File: config.mk
export PLATFORM = sky130hd
export DESIGN_NAME = dff_bank_arbiter
export DESIGN_NICKNAME = d
export VERILOG_FILES = /design/src/rtl/dff_bank_arbiter.sv
export SDC_FILE = /design/constraint.sdc
export NUM_CORES = 1
export LEC_CHECK = 0
export ABC_AREA = 0
export CAP_MARGIN = 5
export CORE_MARGIN = 2
export CORE_UTILIZATION = 39
export CTS_BUF_LIST = sky130_fd_sc_hd__clkbuf_8
export DETAILED_ROUTE_END_ITERATION = 6
export HOLD_SLACK_MARGIN = 0.1
export PLACE_DENSITY = 0.76
export SKIP_LAST_GASP = 1
export SYNTH_ARGS = -nofsm -noshare
export SYNTH_HDL_FRONTEND = slang
export SYNTH_SLANG_ARGS = --single-unit
File: constraint.sdc
create_clock -name CLK -period 1 [get_ports CLK]
set_input_delay 0.2 -clock CLK [delete_from_list [all_inputs] [get_ports CLK]]
set_output_delay 0.2 -clock CLK [all_outputs]
set_load 0.02 [all_outputs]
File: src/rtl/dff_bank_arbiter.sv
// dff_bank_arbiter: round-robin arbiter that sequences writes from two
// requesters into one shared WIDTH-bit register.
//
// Ports:
//   CLK        system clock, rising edge
//   RST        synchronous reset, active-high
//   REQ0/REQ1  level write requests, held until the matching grant
//   WDATA0/1   write data, stable while the matching request is high
//   Q          shared register contents
//   GNT0/GNT1  one-cycle acknowledge; the requester's data is in Q
//   BUSY       high while a transaction is in LOAD or DONE
//   OWNER      index of the requester that last wrote Q
//   PROTO_ERR  sticky: selected requester dropped its request before grant
module dff_bank_arbiter #(
    parameter int unsigned WIDTH = 4
) (
    input  logic             CLK,
    input  logic             RST,
    input  logic             REQ0,
    input  logic             REQ1,
    input  logic [WIDTH-1:0] WDATA0,
    input  logic [WIDTH-1:0] WDATA1,
    output logic [WIDTH-1:0] Q,
    output logic             GNT0,
    output logic             GNT1,
    output logic             BUSY,
    output logic             OWNER,
    output logic             PROTO_ERR
);

    typedef enum logic [1:0] {
        ST_IDLE = 2'd0,
        ST_LOAD = 2'd1,
        ST_DONE = 2'd2
    } state_e;

    state_e           state_q;
    logic             sel_q;
    logic             last_q;
    logic [WIDTH-1:0] q_q;
    logic [1:0]       gnt_q;
    logic             busy_q;
    logic             owner_q;
    logic             perr_q;

    // Requests as a vector so the selected one can be indexed directly.
    logic [1:0] req_c;
    assign req_c = {REQ1, REQ0};

    // Arbitration, register load and grant sequencing.
    always_ff @(posedge CLK) begin
        if (RST) begin
            state_q <= ST_IDLE;
            sel_q   <= 1'b0;
            last_q  <= 1'b1;   // requester 0 wins the first tie
            q_q     <= '0;
            gnt_q   <= 2'b00;
            busy_q  <= 1'b0;
            owner_q <= 1'b0;
            perr_q  <= 1'b0;
        end else begin
            case (state_q)
                ST_IDLE: begin
                    if (REQ0 || REQ1) begin
                        // On a tie, serve the requester not served last time.
                        if (REQ0 && REQ1) begin
                            sel_q <= ~last_q;
                        end else begin
                            sel_q <= REQ1;
                        end
                        busy_q  <= 1'b1;
                        state_q <= ST_LOAD;
                    end
                end
                ST_LOAD: begin
                    q_q          <= sel_q ? WDATA1 : WDATA0;
                    owner_q      <= sel_q;
                    gnt_q[sel_q] <= 1'b1;
                    // The write completes anyway; only the violation is flagged.
                    if (!req_c[sel_q]) begin
                        perr_q <= 1'b1;
                    end
                    state_q <= ST_DONE;
                end
                ST_DONE: begin
                    gnt_q   <= 2'b00;
                    busy_q  <= 1'b0;
                    last_q  <= sel_q;
                    state_q <= ST_IDLE;
                end
                default: begin
                    gnt_q   <= 2'b00;
                    busy_q  <= 1'b0;
                    state_q <= ST_IDLE;
                end
            endcase
        end
    end

    assign Q         = q_q;
    assign GNT0      = gnt_q[0];
    assign GNT1      = gnt_q[1];
    assign BUSY      = busy_q;
    assign OWNER     = owner_q;
    assign PROTO_ERR = perr_q;

endmodule

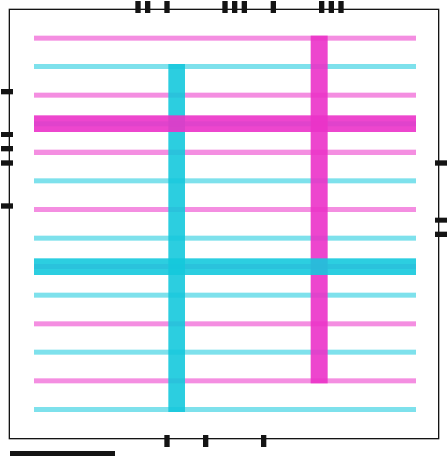
(run_1/pdn.png)
The bar under the picture is 10 um long. Pins as bars on the die edge.
| net | color |
|---|---|
| VDD | magenta |
| VSS | cyan |
rows: 13
met1 rails: 14
met4 straps: 2
signal pins: 21
met5 straps: 2

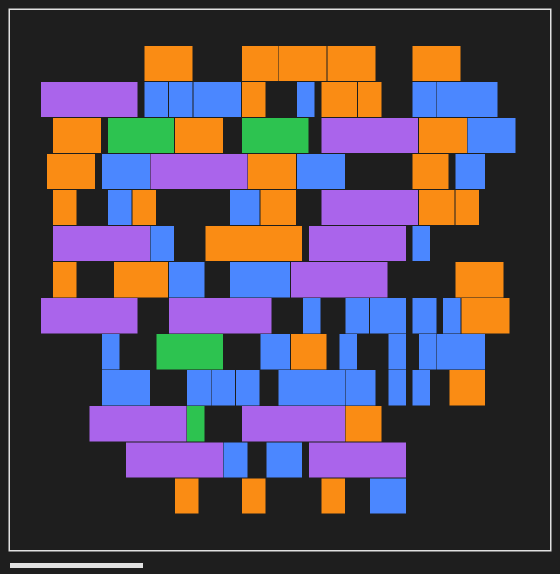
(run_1/cell_classes.png)
The bar under the picture is 10 um long.
| class | color | cells |
|---|---|---|
| other buffers and delay cells | orange | 30 |
| all other logic | blue | 38 |
| clock drivers and dummy loads | green | 4 |
| flops | purple | 13 |
summed area of non-filler cells in the final layout: 820 um2
post-layout utilization of the core: 63.8%
sequential portion of the cell area: 32.1%

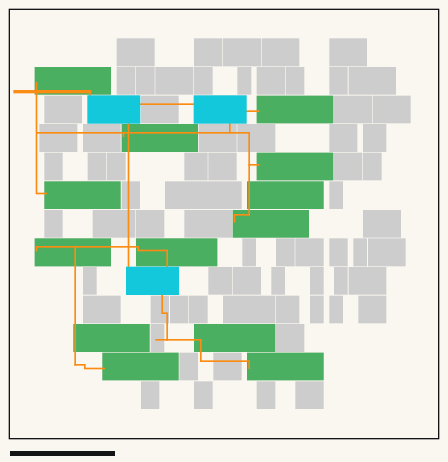
(run_1/clock_map.png)
The bar under the picture is 10 um long.
[flip-flops] green | count: 13
[clock wires] orange | length: 127 um
[cells driving clock nets] cyan | count: 3
routed clock nets: 4

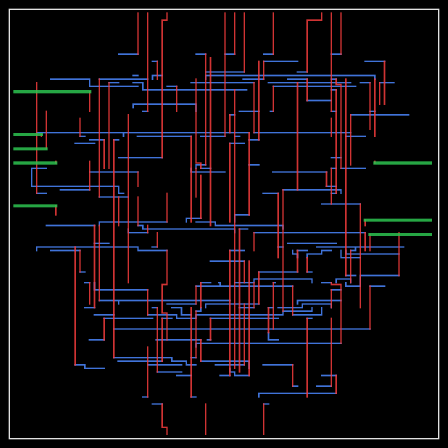
(run_1/metal_stack.png)
| layer | color | wire length |
|---|---|---|
| met2 | red | 579 um |
| met1 | blue | 518 um |
| met3 | green | 37.7 um |
total vias in the final route: 475
final routed wirelength across all metal layers: 1130 um
Total GRT Usage: 15.1%
drt wl/cell: 11.3 um

==> results_dict.tcl, run 1 <==
# collected from the flow reports
set metrics [dict create \
    cts_hold_repair.buffers 0 \
    cts.sink_count 13 \
    synthDominantCellAreaShare_pct 49.4 \
    reg2reg_to "Q[3]$_SDFFE_PP0P_" \
    met1_length_um 517 \
    enable_flop_cells 0 \
    grt_overflow 0 \
    cp-endpoint "Q[3]$_SDFFE_PP0P_" \
    setup-tns-final_ps 0 \
    total_die_size_um2 1660 \
    detailroute.wirelength.met2_um 578 \
    max_freq_mhz 1040 \
    netlist_area_um2 527 \
    power.share.sequential_pct 44.1 \
    grt_max_degree 10 \
    setup_ws_post_layout_ps 41.0 \
    cts_made_buffers 3 \
    criticalPathCategory "reg2reg" \
    top_cells_by_count "sky130_fd_sc_hd__dfxtp_1 (13), sky130_fd_sc_hd__a21oi_1 (6), sky130_fd_sc_hd__mux2i_1 (6), sky130_fd_sc_hd__nor2_1 (6)" \
    synth-warning-count 0 \
    core_area_um2 1280 \
    grt.busiest_layer "met2" \
    buffers_excl_clock 30 \
    synth.net_count 66 \
    detail_route.iter0.violations 2 \
    share_of_final_layout_cell_area_taken_by_non_clock_buffers_pct 30.1 \
    status "finished clean" \
    pg_clk_uw 434 \
    post_synth_main_logic_family "simple AND/OR/NAND/NOR gates" \
    use_met3_pct 3.26 \
    post-dp-hpwl_um 859 \
    detailedRoute.firstPassIterationCount 2 \
    via_per_inst 4.75 \
    synth_seq_share_pct 49.4 \
    top_cells_by_area "sky130_fd_sc_hd__dfxtp_1 (49%), sky130_fd_sc_hd__mux2i_1 (11%), sky130_fd_sc_hd__a21oi_1 (5.7%), sky130_fd_sc_hd__a211oi_2 (4.8%), sky130_fd_sc_hd__nor2_1 (4.3%)" \
    std_cell_rows 13 \
    largest_area_cell "sky130_fd_sc_hd__dfxtp_1" \
    yosys_cells 54 \
    maxUsedRoutingLayer "met3" \
    first_global_vias 400 \
    worst_path_largest_cell_delay_ps 320 \
    post_synth_ao_oa_area_fraction_pct 16.6 \
    flop_area_um2 263 \
    power_frac_comb_pct 23.0 \
    cts_tree "done" \
    drt_drc_violations_left 0 \
    grt_setup_unrepaired "yes" \
    hold_slack_ps 465 \
    worst-r2r-setup-slack_ps 40 \
    report.power.total_mw 1.32 \
    placed_cells 95 \
    post_synth_xor_area_fraction_pct 0 \
    fp.dieW_um 40.8 \
    ys_sh_mux_pct 11.4 \
    crit_buf_inv 1 \
    synth.lib_cells_used.distinct 21 \
    finalMaxSlewViolations 0 \
    critical_path.startpoint_type "register" \
    cp_data_arrival_time_ps 1110 \
    area.growth.synth_to_final_pct 55.6 \
    setup_viol 0 \
    yosys_stat_area_um2 527 \
    worst_ep_required_time_ps 1150 \
    layout.area.comb_um2 239 \
    postCtsSetupRepairBufs 0 \
    nFillCells 116 \
    synth-main-ff-cell "sky130_fd_sc_hd__dfxtp_1" \
    number_of_non_clock_inverters 2 \
    min-delay-path-class "reg2reg" \
    synthMostInstantiatedCell "sky130_fd_sc_hd__dfxtp_1" \
    crit_path_time_final_ps 959 \
    htreeDepth 1 \
    cp_cell_sequence "nor2b_4 > buf_12 > nor2_2 > a211oi_2" \
    routed-wl-met3_um 37 \
    cts.root.buffer_cell "sky130_fd_sc_hd__clkbuf_8" \
    combinationalPower_uw 303 \
    initCoreUtil_pct 41.0 \
    synth-async-reset-ratio_pct 0 \
    mostFrequentLayoutCells "sky130_fd_sc_hd__dfxtp_1 (11), sky130_fd_sc_hd__clkdlybuf4s50_1 (11), sky130_fd_sc_hd__buf_2 (9), sky130_fd_sc_hd__buf_4 (8)" \
    placement.cell_area_um2 806 \
    slew_headroom_pct 83.6 \
    yosys.area_share.simple_pct 17.3 \
    antenna_violations_before_repair 0 \
    clock_area_share_pct 5.50 \
    logic_gates 36 \
    ys.flops 13 \
    internal-power_uw 991 \
    powerDensity_nw_per_um2 1610 \
    globalRouteMet1Util_pct 20.7 \
    port_buffers 20 \
    gr-usage-met2_pct 23.4 \
    fraction_of_standard_cell_area_in_multi_input_logic_pct 29.2 \
    cell_with_the_largest_stage_delay_on_the_worst_path "sky130_fd_sc_hd__dfxtp_2" \
    r2r_start "state_q[0]$_SDFFE_PP0P_" \
    num_io_pins 21 \
    critical_path_depth 4 \
    synth.avg_cell_area_um2 9.75 \
    yosys.area_share.adder_pct 0 \
    power.clock.fraction_pct 32.9 \
    placement_setup_slack_ps -160 \
    floorplan.tapcells 15 \
    seq_cell_count 13 \
    layout.area.top_class "flip-flops and latches" \
    ir_worst_vdd_v 0.00128 \
    grt_first_pass_wirelength_um 1630 \
    antenna_cells 0 \
    power_leader "sequential cells" \
    n_clock_buffer 3 \
    floorplan.die.height_um 40.8 \
    count_of_nets_after_finishing 98 \
    reg2reg_depth 4 \
    clockBufferDepth 2 \
]
==> run_1/final_congestion.png <==
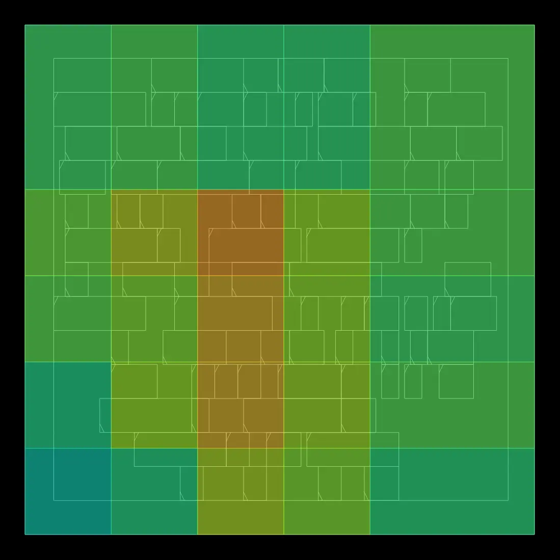

--- run 2 (diff from run 1) ---
==> constraint.sdc (replaced) <==
create_clock -name CLK -period 1 [get_ports CLK]
set_input_delay 0.2 -clock CLK [delete_from_list [all_inputs] [get_ports CLK]]
set_output_delay 0.2 -clock CLK [all_outputs]
set_load 0.05 [all_outputs]
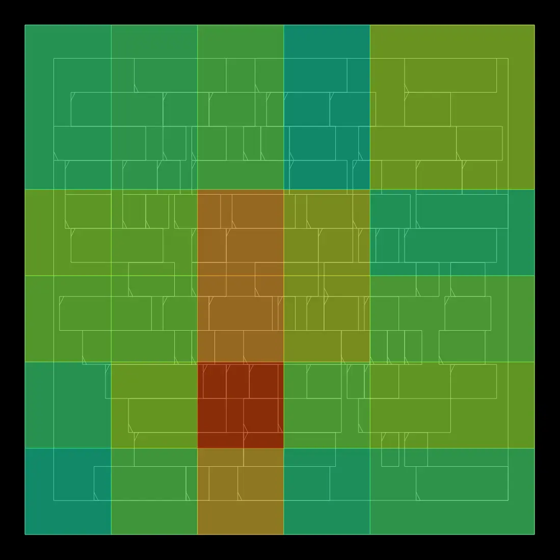
(run_2/final_congestion.png)
drt wl/cell: 12.4 um
GR Layer Usage met3: 3.80%
met2 track demand over resource in global routing: 27.0%
post-layout utilization of the core: 73.9%

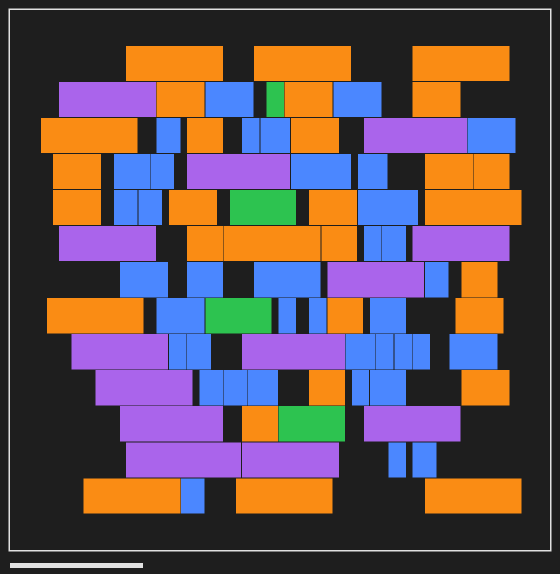
(run_2/cell_classes.png)
The bar under the picture is 10 um long.
| class | color | cells |
|---|---|---|
| all other logic | blue | 38 |
| clock drivers and dummy loads | green | 4 |
| flops | purple | 13 |
| other buffers and delay cells | orange | 29 |

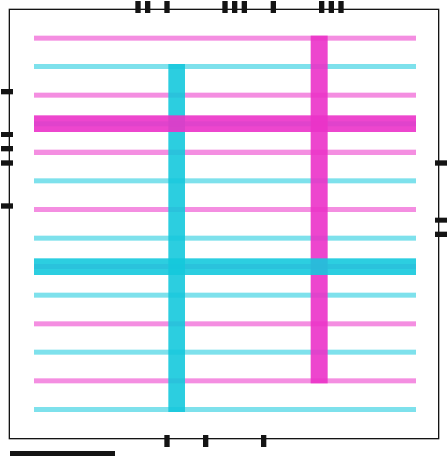
(run_2/pdn.png)
The bar under the picture is 10 um long. Pins as bars on the die edge.
| net | color |
|---|---|
| VSS | cyan |
| VDD | magenta |
met5 straps: 2
met4 straps: 2

==> results_dict.tcl, run 2 <==
# collected from the flow reports
set metrics [dict create \
    post_synth_xor_area_fraction_pct 0 \
    layout_top_cell_excl_fill_tap "sky130_fd_sc_hd__clkdlybuf4s50_1" \
    criticalPathCategory "reg2out" \
    core_area_um2 1280 \
    grt_first_pass_wirelength_um 1850 \
    mostFrequentLayoutCells "sky130_fd_sc_hd__clkdlybuf4s50_1 (11), sky130_fd_sc_hd__buf_12 (10), sky130_fd_sc_hd__dfxtp_1 (8), sky130_fd_sc_hd__buf_4 (8)" \
    synth_seq_share_pct 49.4 \
    fraction_of_standard_cell_area_in_multi_input_logic_pct 25.2 \
    grt_overflow 0 \
    placement_setup_slack_ps -143 \
    enable_flop_cells 0 \
    cell_with_the_largest_stage_delay_on_the_worst_path "sky130_fd_sc_hd__dfxtp_1" \
    ir_worst_vdd_v 0.000987 \
    power_sequential_uw 602 \
    first_global_vias 452 \
    holdCritStartpoint "Q[3]$_SDFFE_PP0P_" \
    drt_wl_total_um 1230 \
    nFillCells 97 \
    power.clock.fraction_pct 30.3 \
    max_freq_mhz 1030 \
    port_buffers 20 \
    synth.net_count 66 \
    clock.latency.late_pin_ps 240 \
    openroad_warnings 26 \
    buffers_excl_clock 29 \
    antenna_cells 0 \
    share_of_final_layout_cell_area_taken_by_non_clock_buffers_pct 39.0 \
    area.growth.synth_to_final_pct 80.3 \
    grt_max_degree 8 \
    synthDominantCellAreaShare_pct 49.4 \
    combinationalPower_uw 439 \
    instances_no_fill 99 \
    sequential_portion_of_the_cell_area_pct 28.3 \
    crit_buf_inv 1 \
    report.final.hold_viol_count 0 \
    cts_hold_repair.buffers 0 \
    grt_setup_unrepaired "no" \
    largest_area_cell "sky130_fd_sc_hd__dfxtp_1" \
    timing.hold.worst_endpoint "Q[3]$_SDFFE_PP0P_" \
    clock_area_share_pct 4.74 \
    dr_total_vias 482 \
    worst_ep_required_time_ps 800 \
    powerDensity_nw_per_um2 1570 \
    floorplan.die.height_um 40.8 \
    num_io_pins 21 \
    synth.lib_cells_used.distinct 21 \
    post_synth_main_logic_family "simple AND/OR/NAND/NOR gates" \
    placed_cells 94 \
    netlist_area_um2 527 \
    post-dp-hpwl_um 918 \
    maxUsedRoutingLayer "met4" \
    count_of_nets_after_finishing 97 \
    top_cells_by_count "sky130_fd_sc_hd__dfxtp_1 (13), sky130_fd_sc_hd__a21oi_1 (6), sky130_fd_sc_hd__mux2i_1 (6), sky130_fd_sc_hd__nor2_1 (6)" \
    top_cells_by_area "sky130_fd_sc_hd__dfxtp_1 (49%), sky130_fd_sc_hd__mux2i_1 (11%), sky130_fd_sc_hd__a21oi_1 (5.7%), sky130_fd_sc_hd__a211oi_2 (4.8%), sky130_fd_sc_hd__nor2_1 (4.3%)" \
    min-delay-path-class "reg2reg" \
    worstHoldPathCells 2 \
    drv.max_cap_violation_count 0 \
    r2r_start "state_q[1]$_SDFFE_PP0P_" \
    critical_path_depth 1 \
    cts_made_buffers 3 \
    postCtsSetupRepairBufs 0 \
    hold_slack_ps 525 \
    antenna_violations_before_repair 0 \
    power.share.sequential_pct 40.3 \
    flop_area_um2 269 \
    post_synth_ao_oa_area_fraction_pct 16.6 \
    cts.sink_count 13 \
    p_sw_share_pct 28.4 \
    layout.area.comb_um2 239 \
    via_per_inst 4.87 \
    n_clock_buffer 3 \
    critical-path-top-delay-family "flip-flops" \
    cp-end-kind "output pin" \
    cp-endpoint "Q[2]" \
    report.power.total_mw 1.49 \
    floorplan.tapcells 15 \
    postCtsResizedCells 1 \
    cts.root.buffer_cell "sky130_fd_sc_hd__clkbuf_8" \
    routed-wl-met3_um 51 \
    drive_gt1_share_pct 38.1 \
    stdcell_area_um2 950 \
    placement.cell_area_um2 888 \
    startpoint "Q[2]$_SDFFE_PP0P_" \
    yosys_cells 54 \
    status "finished clean" \
    cp_data_arrival_time_ps 770 \
    finalMaxSlewViolations 0 \
    syn_inst 54 \
    htreeDepth 1 \
    synthMostInstantiatedCell "sky130_fd_sc_hd__dfxtp_1" \
    synth-warning-count 0 \
    layout.area.top_class "buffers" \
    cts_tree "done" \
    setup-tns-final_ps 0 \
    pg_clk_uw 452 \
    synth-main-ff-cell "sky130_fd_sc_hd__dfxtp_1" \
    internal-power_mw 1.07 \
    crit_path_time_final_ps 972 \
    slew_headroom_pct 85.4 \
    power_frac_comb_pct 29.4 \
    grt.busiest_layer "met2" \
    met1_length_um 539 \
    netSwitchingPower_uw 424 \
    globalRouteMet1Util_pct 21.9 \
    clkTransAtPathRegs_ps 60 \
    worst_path_largest_cell_delay_ps 380 \
    std_cell_rows 13 \
    number_of_non_clock_inverters 2 \
    reg2reg_depth 4 \
    crit_path_max_fanout 2 \
    fp.dieW_um 40.8 \
    detailedRoute.firstPassIterationCount 2 \
    logic_gates 36 \
    total_die_size_um2 1660 \
    critical_path.startpoint_type "register" \
    groute.usage.overall_pct 17.0 \
    initCoreUtil_pct 41.0 \
    detailroute.wirelength.met2_um 636 \
    yosys.area_share.simple_pct 17.3 \
    clockBufferDepth 2 \
    ys_sh_mux_pct 11.4 \
    drt_drc_violations_left 0 \
    setup_viol 0 \
    yosys_stat_area_um2 527 \
    number_of_flip_flops_under_the_largest_register_name 4 \
    power_leader "sequential cells" \
    ys.flops 13 \
    cp_cell_sequence "buf_12" \
    synth.avg_cell_area_um2 9.75 \
    postRouteAntennaNets 0 \
    worst-r2r-setup-slack_ps 60 \
    seq_cell_count 13 \
    setup_ws_post_layout_ps 27.6 \
    reg2reg_to "Q[0]$_SDFFE_PP0P_" \
    synth-async-reset-ratio_pct 0 \
    yosys.area_share.adder_pct 0 \
    detail_route.iter0.violations 2 \
]
--- run 3 (diff from run 2) ---
--- a/config.mk
+++ b/config.mk
@@ -12,7 +12,7 @@
 export CTS_BUF_LIST = sky130_fd_sc_hd__clkbuf_8
 export DETAILED_ROUTE_END_ITERATION = 6
 export HOLD_SLACK_MARGIN = 0.1
-export PLACE_DENSITY = 0.76
+export PLACE_DENSITY = 0.79
 export SKIP_LAST_GASP = 1
 export SYNTH_ARGS = -nofsm -noshare
 export SYNTH_HDL_FRONTEND = slang
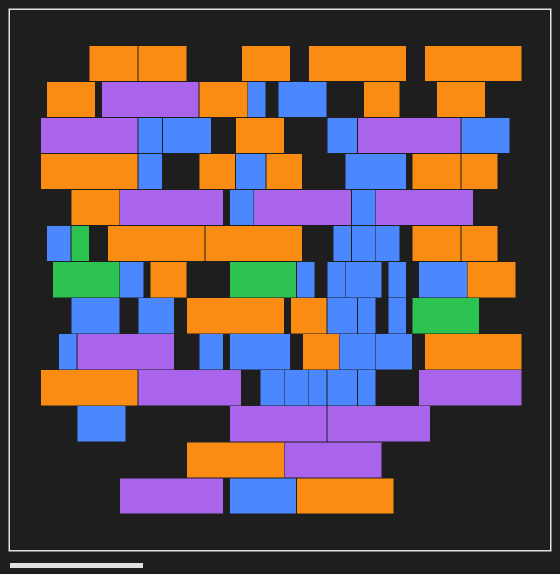
(run_3/cell_classes.png)
The bar under the picture is 10 um long.
| class | color | cells |
|---|---|---|
| other buffers and delay cells | orange | 29 |
| all other logic | blue | 38 |
| flops | purple | 13 |
| clock drivers and dummy loads | green | 4 |
post-layout utilization of the core: 73.8%
site row count: 13
sequential portion of the cell area: 28.2%

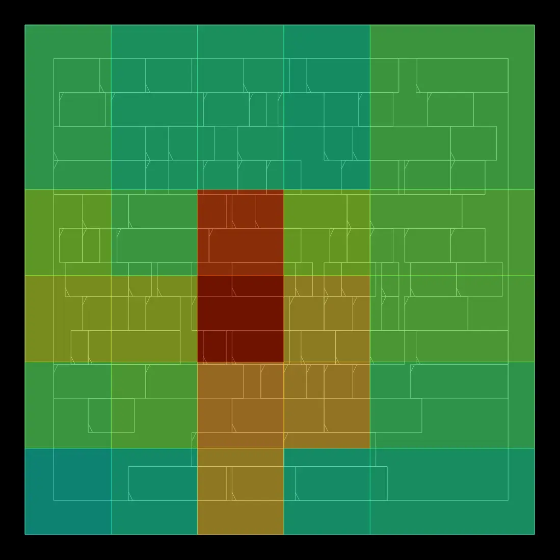
(run_3/final_congestion.png)
drt wl/cell: 13.0 um
met2 track demand over resource in global routing: 31.0%
GR Layer Usage met3: 9.78%
Total GRT Usage: 18.1%
GRT met1 Usage: 19.1%

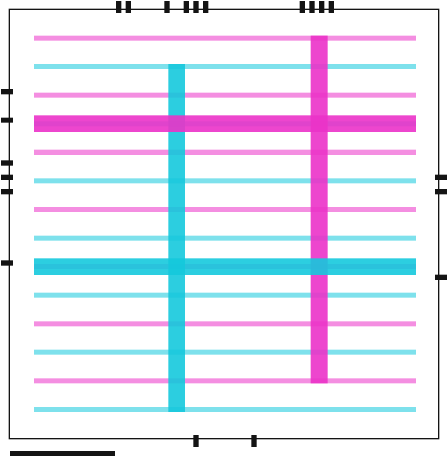
(run_3/pdn.png)
The bar under the picture is 10 um long. Pins as bars on the die edge.
| net | color |
|---|---|
| VSS | cyan |
| VDD | magenta |
met4 straps: 2
met5 straps: 2
DIE HEIGHT: 40.8 um
maximum vdd drop: 0.00138 V
Core Box Area: 1280 um2
die outline width: 40.8 um

==> results_dict.tcl, run 3 <==
# collected from the flow reports
set metrics [dict create \
    synth.net_count 66 \
    synth_seq_share_pct 49.4 \
    p_sw_share_pct 28.6 \
    crit_path_max_fanout 2 \
    grt_overflow 0 \
    floorplan.tapcells 15 \
    antenna_violations_before_repair 0 \
    cp-end-kind "output pin" \
    postCtsResizedCells 2 \
    cts_made_buffers 3 \
    setup-tns-final_ps 0 \
    met1_length_um 501 \
    ys_sh_mux_pct 11.4 \
    drv.max_cap_violation_count 0 \
    detailroute.wirelength.met2_um 691 \
    internal-power_mw 1.07 \
    clock.latency.late_pin_ps 240 \
    layout.area.comb_um2 239 \
    cts.root.buffer_cell "sky130_fd_sc_hd__clkbuf_8" \
    yosys_cells 54 \
    top_cells_by_count "sky130_fd_sc_hd__dfxtp_1 (13), sky130_fd_sc_hd__a21oi_1 (6), sky130_fd_sc_hd__mux2i_1 (6), sky130_fd_sc_hd__nor2_1 (6)" \
    top_cells_by_area "sky130_fd_sc_hd__dfxtp_1 (49%), sky130_fd_sc_hd__mux2i_1 (11%), sky130_fd_sc_hd__a21oi_1 (5.7%), sky130_fd_sc_hd__a211oi_2 (4.8%), sky130_fd_sc_hd__nor2_1 (4.3%)" \
    power_sequential_uw 605 \
    synthDominantCellAreaShare_pct 49.4 \
    report.final.hold_viol_count 0 \
    reg2reg_to "Q[1]$_SDFFE_PP0P_" \
    num_io_pins 21 \
    synth.lib_cells_used.distinct 21 \
    routed-wl-met3_um 80 \
    placement_setup_slack_ps -163 \
    fraction_of_standard_cell_area_in_multi_input_logic_pct 25.2 \
    max_freq_mhz 1020 \
    detail_route.iter0.violations 3 \
    layout_top_cell_excl_fill_tap "sky130_fd_sc_hd__clkdlybuf4s50_1" \
    placed_cells 94 \
    critical_path_depth 1 \
    holdCritStartpoint "state_q[1]$_SDFFE_PP0P_" \
    ys.flops 13 \
    status "finished clean" \
    flop_area_um2 268 \
    cp-endpoint "PROTO_ERR" \
    dr_total_vias 494 \
    post_synth_main_logic_family "simple AND/OR/NAND/NOR gates" \
    stdcell_area_um2 948 \
    post_synth_xor_area_fraction_pct 0 \
    layout.area.top_class "buffers" \
    synth-warning-count 0 \
    synth-main-ff-cell "sky130_fd_sc_hd__dfxtp_1" \
    synth.avg_cell_area_um2 9.75 \
    syn_inst 54 \
    netSwitchingPower_uw 429 \
    finalMaxSlewViolations 0 \
    power.share.sequential_pct 40.3 \
    timing.hold.worst_endpoint "gnt_q[0]$_SDFFE_PP0P_" \
    total_die_size_um2 1660 \
    synthMostInstantiatedCell "sky130_fd_sc_hd__dfxtp_1" \
    grt_first_pass_wirelength_um 1890 \
    instances_no_fill 99 \
    n_clock_buffer 3 \
    initCoreUtil_pct 41.0 \
    htreeDepth 1 \
    cts_hold_repair.buffers 0 \
    nFillCells 88 \
    power.clock.fraction_pct 30.3 \
    synth-async-reset-ratio_pct 0 \
    report.power.total_mw 1.50 \
    grt_setup_unrepaired "yes" \
    r2r_start "state_q[0]$_SDFFE_PP0P_" \
    critical_path.startpoint_type "register" \
    number_of_non_clock_inverters 2 \
    buffers_excl_clock 29 \
    drt_drc_violations_left 0 \
    detailedRoute.firstPassIterationCount 3 \
    post_synth_ao_oa_area_fraction_pct 16.6 \
    logic_gates 36 \
    netlist_area_um2 527 \
    crit_buf_inv 1 \
    reg2reg_depth 4 \
    area.growth.synth_to_final_pct 80.0 \
    power_frac_comb_pct 29.4 \
    cts_tree "done" \
    yosys_stat_area_um2 527 \
    antenna_cells 0 \
    setup_ws_post_layout_ps 23.1 \
    largest_area_cell "sky130_fd_sc_hd__dfxtp_1" \
    cp_data_arrival_time_ps 780 \
    postRouteAntennaNets 0 \
    clockBufferDepth 2 \
    power_leader "sequential cells" \
    powerDensity_nw_per_um2 1580 \
    yosys.area_share.adder_pct 0 \
    crit_path_time_final_ps 977 \
    mostFrequentLayoutCells "sky130_fd_sc_hd__clkdlybuf4s50_1 (11), sky130_fd_sc_hd__buf_12 (10), sky130_fd_sc_hd__buf_4 (8), sky130_fd_sc_hd__dfxtp_1 (7)" \
    startpoint "PROTO_ERR$_SDFFE_PP0P_" \
    seq_cell_count 13 \
    combinationalPower_uw 442 \
    critical-path-top-delay-family "flip-flops" \
    drive_gt1_share_pct 39.3 \
    number_of_flip_flops_under_the_largest_register_name 4 \
    port_buffers 20 \
    postCtsSetupRepairBufs 1 \
    criticalPathCategory "reg2out" \
    grt_max_degree 8 \
    post-dp-hpwl_um 999 \
    min-delay-path-class "reg2reg" \
    drt_wl_total_um 1290 \
]
